Fig. 1: metal 3
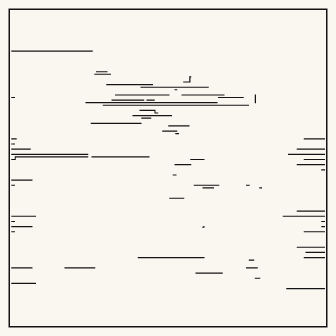
Fig. 2: metal 2
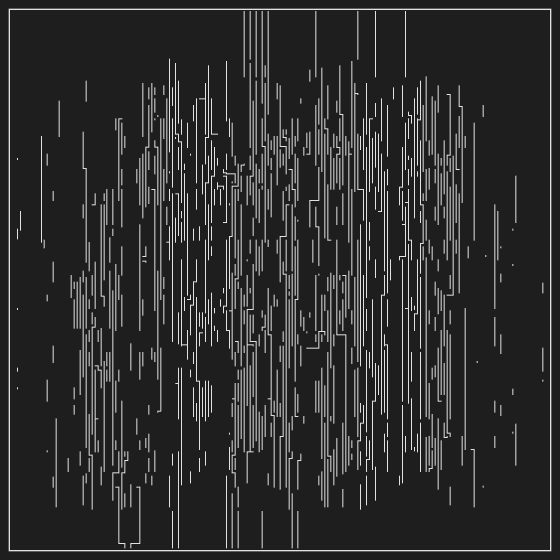
Fig. 3: met4 routing
Bar = 20 µm. Supply wires on this layer in grey. Cells faint in the background.
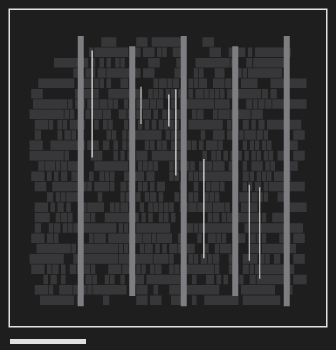
$ cat config.mk
export PLATFORM = sky130hd
export DESIGN_NAME = detect_stream_ctrl
export DESIGN_NICKNAME = d
export VERILOG_FILES = /design/src/rtl/detect_stream_ctrl.sv
export SDC_FILE = /design/constraint.sdc
export NUM_CORES = 1
export LEC_CHECK = 0
export ABC_AREA = 1
export CORE_MARGIN = 5
export CORE_UTILIZATION = 53
export CTS_BUF_LIST = sky130_fd_sc_hd__clkbuf_16
export CTS_CLUSTER_DIAMETER = 30
export DETAILED_ROUTE_END_ITERATION = 10
export GPL_TIMING_DRIVEN = 0
export MAX_ROUTING_LAYER = met4
export PLACE_DENSITY = 0.78
export SYNTH_ARGS = -nofsm -noshare
export SYNTH_HDL_FRONTEND = slang
export SYNTH_SLANG_ARGS = --single-unit
$ cat constraint.sdc
create_clock -name clk -period 1.8 [get_ports clk]
set_input_delay 0.27 -clock clk [delete_from_list [all_inputs] [get_ports clk]]
set_output_delay 0.27 -clock clk [all_outputs]
set_load 0.05 [all_outputs]
$ cat src/rtl/detect_stream_ctrl.sv
// Run controller for the sequence-detector datapath: serializes parallel
// samples MSB-first onto the detector stream and counts detections per run.
module detect_stream_ctrl #(
    parameter int SAMPLE_WIDTH = 4,
    parameter int COUNT_WIDTH  = 16
) (
    input  logic                    clk,
    input  logic                    reset_n,
    input  logic                    start,
    input  logic [SAMPLE_WIDTH-1:0] sample_in,
    input  logic                    sample_valid,
    input  logic                    sample_last,
    output logic                    sample_ready,
    output logic                    data_serial,
    output logic                    data_valid,
    input  logic                    moore_det,
    input  logic                    mealy_det,
    output logic [COUNT_WIDTH-1:0]  moore_count,
    output logic [COUNT_WIDTH-1:0]  mealy_count,
    output logic                    busy,
    output logic                    done,
    output logic                    mismatch
);

    localparam int IW = $clog2(SAMPLE_WIDTH);
    localparam logic [IW-1:0] LAST_IDX = IW'(SAMPLE_WIDTH - 1);
    localparam logic [COUNT_WIDTH-1:0] CNT_MAX = '1;

    typedef enum logic [2:0] {
        IDLE,
        LOAD,
        SHIFT,
        DRAIN,
        DONE
    } state_t;

    state_t                  state;
    state_t                  state_nxt;
    logic [SAMPLE_WIDTH-1:0] shreg;
    logic [IW-1:0]           idx;
    logic                    last_q;
    logic                    last_bit;
    logic                    load;
    logic                    run_start;
    logic                    moore_win;

    assign last_bit  = (idx == LAST_IDX);
    assign run_start = (state == IDLE) && start;
    assign moore_win = state inside {LOAD, SHIFT, DRAIN};

    // Outputs depend only on registered state; ready may reopen on the
    // final bit so back-to-back samples stream without a gap.
    assign sample_ready = (state == LOAD) ||
                          ((state == SHIFT) && last_bit && !last_q);
    assign load         = sample_valid && sample_ready;
    assign data_valid   = (state == SHIFT);
    assign data_serial  = data_valid && shreg[SAMPLE_WIDTH-1];
    assign busy         = (state != IDLE);
    assign done         = (state == DONE);

    always_ff @(posedge clk or negedge reset_n) begin
        if (!reset_n) begin
            state <= IDLE;
        end else begin
            state <= state_nxt;
        end
    end

    always_comb begin
        state_nxt = state;
        unique case (state)
            IDLE:  if (start) state_nxt = LOAD;
            LOAD:  if (sample_valid) state_nxt = SHIFT;
            SHIFT: begin
                if (last_bit) begin
                    if (last_q) begin
                        state_nxt = DRAIN;
                    end else if (!sample_valid) begin
                        state_nxt = LOAD;
                    end
                end
            end
            DRAIN: state_nxt = DONE;
            DONE:  state_nxt = IDLE;
            default: state_nxt = IDLE;
        endcase
    end

    always_ff @(posedge clk or negedge reset_n) begin
        if (!reset_n) begin
            shreg  <= '0;
            idx    <= '0;
            last_q <= 1'b0;
        end else if (load) begin
            shreg  <= sample_in;
            idx    <= '0;
            last_q <= sample_last;
        end else if (state == SHIFT) begin
            shreg <= shreg << 1;
            idx   <= idx + IW'(1);
        end
    end

    // DRAIN still counts Moore so the pulse from the final bit is kept.
    always_ff @(posedge clk or negedge reset_n) begin
        if (!reset_n) begin
            moore_count <= '0;
            mealy_count <= '0;
            mismatch    <= 1'b0;
        end else if (run_start) begin
            moore_count <= '0;
            mealy_count <= '0;
            mismatch    <= 1'b0;
        end else begin
            if (mealy_det && data_valid && (mealy_count != CNT_MAX)) begin
                mealy_count <= mealy_count + 1'b1;
            end
            if (moore_det && moore_win && (moore_count != CNT_MAX)) begin
                moore_count <= moore_count + 1'b1;
            end
            if (state == DONE) begin
                mismatch <= (moore_count != mealy_count);
            end
        end
    end

endmodule

==> reports/results.txt <==
share of cells above drive strength 1 = 9.317%
OpenROAD warning count = 26
cell family with most CP delay = simple AND/OR/NAND/NOR gates
cell type with the largest total area = dfrtp_1
Gate Area = 1568 µm²
asr flop ratio synth = 100.0%
area of placed instances = 3441 µm²
Post-synth EDFFs = 0
# nets final = 496
chip area = 6928 µm²
initial antenna violation count = 0
clk buf depth = 2
final instance area = 3582 µm²
Simple-Gate Fraction of Synth Area = 44.37%
cell with the most instances after synthesis = nand2_1
synth warn = 0
Netlist cell types = 23
input/output buffers = 48
Worst Tran Pin Value = 0.6061 ns
fin crit share = 95.67%
P_seq = 1300 µW
status = complete, but fails checks
failing checks = hold timing
biggest area cells = dfrtp_1 (38%), nand2_1 (22%), nor2_1 (6.5%)
flop count = 43
most frequent logic cell in the layout = nand2_1
post-layout min period = 1.722 ns
worst hold path type = primary input to asynchronous set/reset pin
Setup crit start kind = flip-flop
largest class = combinational gates
crit path max fanout = 5
Netlist Area Pre-Place = 2843 µm²
Fin Hold WS = -0.02221 ns
Final Hold Viols = 21
vias in the first global route = 2935
Yosys reg bits = 43
Clk pwr share = 21.8%
I/O pin count = 49
Worst path max stage delay = 0.44 ns
synthesized net count = 438
clkbuf count = 5
met2 wire len = 3599 µm
Clock Latency Late Sink = 0.28 ns
first-pass GRT wire length = 13030 µm
Yosys chip area = 2843 µm²
slowest CP cell = dfrtp_2
clk sink count = 43
die x size = 83.24 µm
GRT Total Usage = 23.29%
CTS tree = done
GR met3 Demand/Resource = 6.337%
Back to the opening pictures, Fig. 1:
share of all routed wire	6.2%
wire length on this layer	458 µm
longest straight run	38.2 µm

Back to the opening pictures, Fig. 2:
share of all routed wire	49%
nets with wire on the layer	385

Back to the opening pictures, Fig. 3:
wire length on this layer	137 µm
longest straight run	27.9 µm
main direction	vertical
nets with wire on the layer	6

Power is estimated from default activity; no workload was simulated.
